[src/rtl/alu_seq_pkg.sv]
// Shared types and widths for the ALU operation sequencer.
package alu_seq_pkg;

   typedef enum logic [1:0] {IDLE, SETTLE, RESP} alu_seq_state_t;

   localparam int ALU_SEL_W    = 3;
   localparam int SETTLE_CNT_W = 4;

endpackage

[src/rtl/alu_op_sequencer.sv]
// Issues one command at a time to an external combinational ALU, waits a fixed
// settle time, captures the result and returns it over a valid/ready channel.
module alu_op_sequencer
   import alu_seq_pkg::*;
#(
   parameter int WIDTH  = 8,
   parameter int SETTLE = 1,
   parameter int CNT_W  = 16
) (
   input  logic                 clk,
   input  logic                 rst,
   input  logic                 cmd_valid,
   output logic                 cmd_ready,
   input  logic [WIDTH-1:0]     cmd_a,
   input  logic [WIDTH-1:0]     cmd_b,
   input  logic [ALU_SEL_W-1:0] cmd_sel,
   input  logic                 cmd_chain,
   output logic [WIDTH-1:0]     alu_a,
   output logic [WIDTH-1:0]     alu_b,
   output logic [ALU_SEL_W-1:0] alu_sel,
   input  logic [WIDTH-1:0]     alu_result,
   input  logic                 alu_carry,
   input  logic                 alu_zero,
   output logic                 rsp_valid,
   input  logic                 rsp_ready,
   output logic [WIDTH-1:0]     rsp_result,
   output logic                 rsp_carry,
   output logic                 rsp_zero,
   output logic                 busy,
   output logic [CNT_W-1:0]     op_count
);

   localparam logic [SETTLE_CNT_W-1:0] SETTLE_LOAD = SETTLE_CNT_W'(SETTLE);

   alu_seq_state_t          state_q, state_d;
   logic [SETTLE_CNT_W-1:0] cnt_q, cnt_d;
   logic [WIDTH-1:0]        alu_a_q, alu_a_d;
   logic [WIDTH-1:0]        alu_b_q, alu_b_d;
   logic [ALU_SEL_W-1:0]    alu_sel_q, alu_sel_d;
   logic [WIDTH-1:0]        rsp_result_q, rsp_result_d;
   logic                    rsp_carry_q, rsp_carry_d;
   logic                    rsp_zero_q, rsp_zero_d;
   logic [WIDTH-1:0]        last_result_q, last_result_d;
   logic [CNT_W-1:0]        op_count_q, op_count_d;
   logic                    accept;

   always_ff @(posedge clk or posedge rst) begin
      if (rst) begin
         state_q       <= alu_seq_pkg::IDLE;
         cnt_q         <= '0;
         alu_a_q       <= '0;
         alu_b_q       <= '0;
         alu_sel_q     <= '0;
         rsp_result_q  <= '0;
         rsp_carry_q   <= 1'b0;
         rsp_zero_q    <= 1'b0;
         last_result_q <= '0;
         op_count_q    <= '0;
      end else begin
         state_q       <= state_d;
         cnt_q         <= cnt_d;
         alu_a_q       <= alu_a_d;
         alu_b_q       <= alu_b_d;
         alu_sel_q     <= alu_sel_d;
         rsp_result_q  <= rsp_result_d;
         rsp_carry_q   <= rsp_carry_d;
         rsp_zero_q    <= rsp_zero_d;
         last_result_q <= last_result_d;
         op_count_q    <= op_count_d;
      end
   end

   always_comb begin
      state_d       = state_q;
      cnt_d         = cnt_q;
      alu_a_d       = alu_a_q;
      alu_b_d       = alu_b_q;
      alu_sel_d     = alu_sel_q;
      rsp_result_d  = rsp_result_q;
      rsp_carry_d   = rsp_carry_q;
      rsp_zero_d    = rsp_zero_q;
      last_result_d = last_result_q;
      op_count_d    = op_count_q;
      cmd_ready     = 1'b0;
      accept        = 1'b0;

      unique case (state_q)
         alu_seq_pkg::IDLE: begin
            cmd_ready = 1'b1;
            accept    = cmd_valid;
         end
         alu_seq_pkg::SETTLE: begin
            cnt_d = cnt_q - SETTLE_CNT_W'(1);
            if (cnt_q == SETTLE_CNT_W'(1)) begin
               rsp_result_d  = alu_result;
               rsp_carry_d   = alu_carry;
               rsp_zero_d    = alu_zero;
               last_result_d = alu_result;
               state_d       = alu_seq_pkg::RESP;
            end
         end
         alu_seq_pkg::RESP: begin
            // A new command can only ride on the response handshake.
            cmd_ready = rsp_ready;
            if (rsp_ready) begin
               op_count_d = op_count_q + CNT_W'(1);
               state_d    = alu_seq_pkg::IDLE;
               accept     = cmd_valid;
            end
         end
         default: state_d = alu_seq_pkg::IDLE;
      endcase

      // last_result_q already holds this op's capture when accepting from RESP.
      if (accept) begin
         alu_a_d   = cmd_chain ? last_result_q : cmd_a;
         alu_b_d   = cmd_b;
         alu_sel_d = cmd_sel;
         cnt_d     = SETTLE_LOAD;
         state_d   = alu_seq_pkg::SETTLE;
      end
   end

   assign alu_a      = alu_a_q;
   assign alu_b      = alu_b_q;
   assign alu_sel    = alu_sel_q;
   assign rsp_valid  = (state_q == alu_seq_pkg::RESP);
   assign rsp_result = rsp_result_q;
   assign rsp_carry  = rsp_carry_q;
   assign rsp_zero   = rsp_zero_q;
   assign busy       = (state_q != alu_seq_pkg::IDLE);
   assign op_count   = op_count_q;

endmodule

[config.mk]
export PLATFORM = sky130hd
export DESIGN_NAME = alu_op_sequencer
export DESIGN_NICKNAME = d
export VERILOG_FILES = /design/src/rtl/alu_seq_pkg.sv /design/src/rtl/alu_op_sequencer.sv
export SDC_FILE = /design/constraint.sdc
export NUM_CORES = 1
export LEC_CHECK = 0
export CAP_MARGIN = 0
export CORE_AREA = 5 5 88 90
export DETAILED_ROUTE_END_ITERATION = 12
export DIE_AREA = 0 0 93 95
export PLACE_DENSITY_LB_ADDON = 0.08
export SETUP_SLACK_MARGIN = 0.02
export SYNTH_ARGS = -nofsm -noshare
export SYNTH_HDL_FRONTEND = slang
export SYNTH_SLANG_ARGS = --single-unit
[constraint.sdc]
create_clock -name clk -period 2.1 [get_ports clk]
set_clock_uncertainty 0.15 [all_clocks]
set_input_delay 0.21 -clock clk [delete_from_list [all_inputs] [get_ports clk]]
set_output_delay 0.21 -clock clk [all_outputs]
set_load 0.01 [all_outputs]
==> images/final_placement.png <==
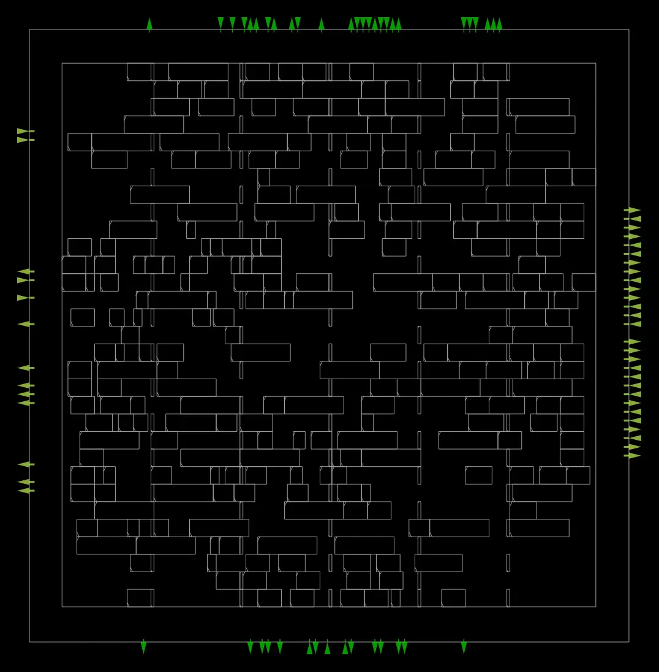
share of the core filled with cells in the final layout: 47.5%
number of flip-flops and latches: 51
Final Instance Count excl. Fillers: 335
fill cell count: 650

==> images/density.png <==
Bar = 20 µm. The die is cut into 9 by 10 equal tiles; white is low, dark blue is high, 0 to 100% covered.
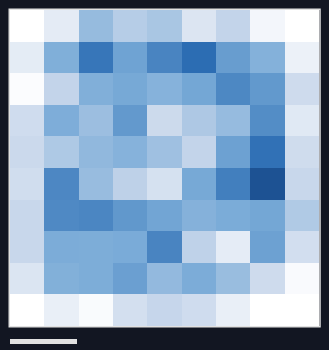
mean over tiles = 36%
densest ninth of the die = right middle
emptiest ninth of the die = bottom right
nearly empty tiles = 6.7%
core footprint: 6980 µm²
initial core utilization: 33.2%

==> results.txt <==
Quick summary of the implementation run below.

During placement, the flow inserted port buffers numbering 81. Dividing total power by cell area gives a power density of 1220 nW/µm². The net count after synthesis is 202. The number of cells in the yosys synthesis report came out at 165. The post-detailed-route DRC marker count came out at 0.

The wire length of the first global-routing pass came out at 8.11 mm. The total number of nets in the final design is 289. For this run the top cell type by instance count after synthesis was sky130_fd_sc_hd__dfrtp_1. The clock tree buffer depth is 2.

Among all stages on the critical path, the maximum delay recorded is 550 ps. The global-route track usage on met2 is 18.6%. The routed wire length on met2 came out at 2.29 mm.

The report lists the cells along the critical path as and2b_1 -> clkdlybuf4s50_1. After routing the design area is 3310 µm². The ratio of routed vias to standard cells came out at 4.47. The routability congestion estimate came out at 0.694. The count of final hold-check violations came out at 0. Counting instances in the post-synthesis netlist gives the leading cell types as sky130_fd_sc_hd__dfrtp_1 (51), sky130_fd_sc_hd__mux2_2 (22), sky130_fd_sc_hd__mux2_4 (16). The top cell types in the final layout, fill and taps aside, are sky130_fd_sc_hd__clkdlybuf4s50_1 (81), sky130_fd_sc_hd__dfrtp_1 (51), sky130_fd_sc_hd__mux2_2 (22), sky130_fd_sc_hd__mux2_4 (16), sky130_fd_sc_hd__xnor2_1 (11). Entering global routing, the biggest net connects 52 pins. The floorplan has 31 rows. The power attributed to sequential cells came out at 1610 µW. The flow ran to the end, and the final reports show no timing, DRC or antenna violations. For the pin with the worst max-slew slack, the measured transition is 440 ps.

Per the breakdown, switching nets consume 30.8% of all power. The slowest stage of the critical path is the sky130_fd_sc_hd__clkdlybuf4s50_1 cell. The initial antenna violation count came to 0. The count of nets left with antenna violations once routing finished came out at 0. The cell-internal power came out at 2790 µW. The final period demand of the worst path is 1960 ps. The synthesized netlist handed to floorplanning was reported with a cell count of 165.

The chip area line in the Yosys stat output reads 2320 µm². The count of final max-slew check failures came out at 0. The half-perimeter wire length after detailed placement came out at 3.53 mm. The number of failing setup endpoints in the final timing report came out at 0. After synthesis, the netlist uses 34 different library cells. The fraction of the yosys area taken by sequential cells is 55.0%.

The routed design uses 324 µm of met3 wire.
==> images/pdn.png <==
Bar = 20 µm. Pins as bars on the die edge. Tap cells in grey.
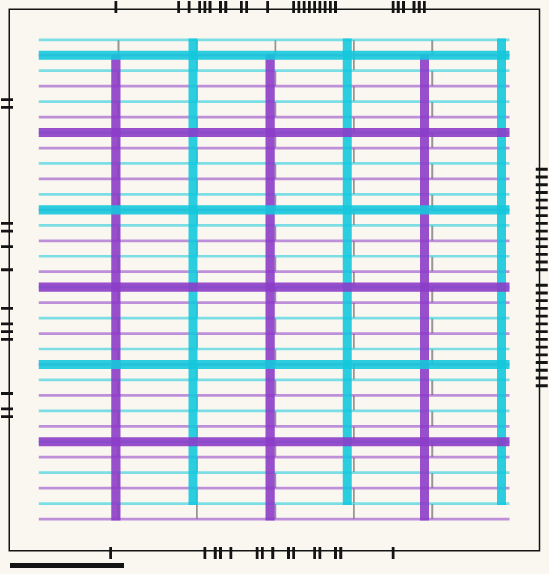
purple -> VSS
cyan -> VDD
met5 straps = 6
met1 rails = 32
signal pins = 82
met4 straps = 6
Die X-Extent: 93 µm
worst voltage drop across the vdd grid: 0.417 mV
die height: 95 µm

## sequential cells by signal, indices dropped and copies added, names as in the netlist
signal / flops
alu_sel: 3
last_result_q: 8
cnt_q: 4
alu_a: 8
rsp_zero: 1
alu_b: 8
rsp_carry: 1
state_q: 2
op_count: 16
## critical path: cells and delay by family, from the launching register on
kind                   cells  cell delay (ps)
buffers and inverters      1              550
and+or+nand+nor            1              280
DFF                        1              470
## metrics by stage
| stage | worst slack, ps | power [µW] | utilization [%] | instances |
|---|---|---|---|---|
| after CTS | 105 | 4110 | 47.5 | 335 |
| after global placement | 214 | 3530 | 46.3 | 327 |
| final | 137 | 4040 | 47.5 | 335 |
| after global routing | 39.7 | 4300 | 47.5 | 335 |
| after detailed placement | 195 | 3540 | 46.3 | 327 |
| after floorplan | 510 | 2640 | - | 165 |
## worst paths after layout
kind	to	slack (ps)
max in group asynchronous	alu_b[7]$_DFFE_PP0P_	1450
worst max-delay path	rsp_valid	140
worst max register to register	last_result_q[0]$_DFFE_PP0P_	340
min in group clk	op_count[15]$_DFFE_PP0P_	330
worst min register to register	op_count[15]$_DFFE_PP0P_	330
worst min-delay path	rsp_zero$_DFFE_PP0P_	110
## cell type report
cell class                      instances  area, µm²  area share (%)
Tap cell                               82        103            3.10
Timing Repair Buffer                   85        866            26.1
Clock inverter                          3       15.0           0.453
Clock buffer                            5       68.8            2.08
Sequential cell                        51       1280            38.5
Multi-Input combinational cell        104        966            29.2
Inverter                                5       18.8           0.566
## cells by family (layout without fill, tap and decap cells)
logic type,after synthesis,count (layout),synth area share (%)
multiplexers,38,38,21.0
flip-flops,51,51,55.0
buffers and inverters,10,98,3.29
AND/OR/NAND/NOR,40,40,11.0
adder cells (fa/ha/maj),3,3,1.62
AND-OR/OR-AND,5,5,1.24
XOR/XNOR,18,18,6.80
No activity file was given, so power comes from the tool's default toggle rates.
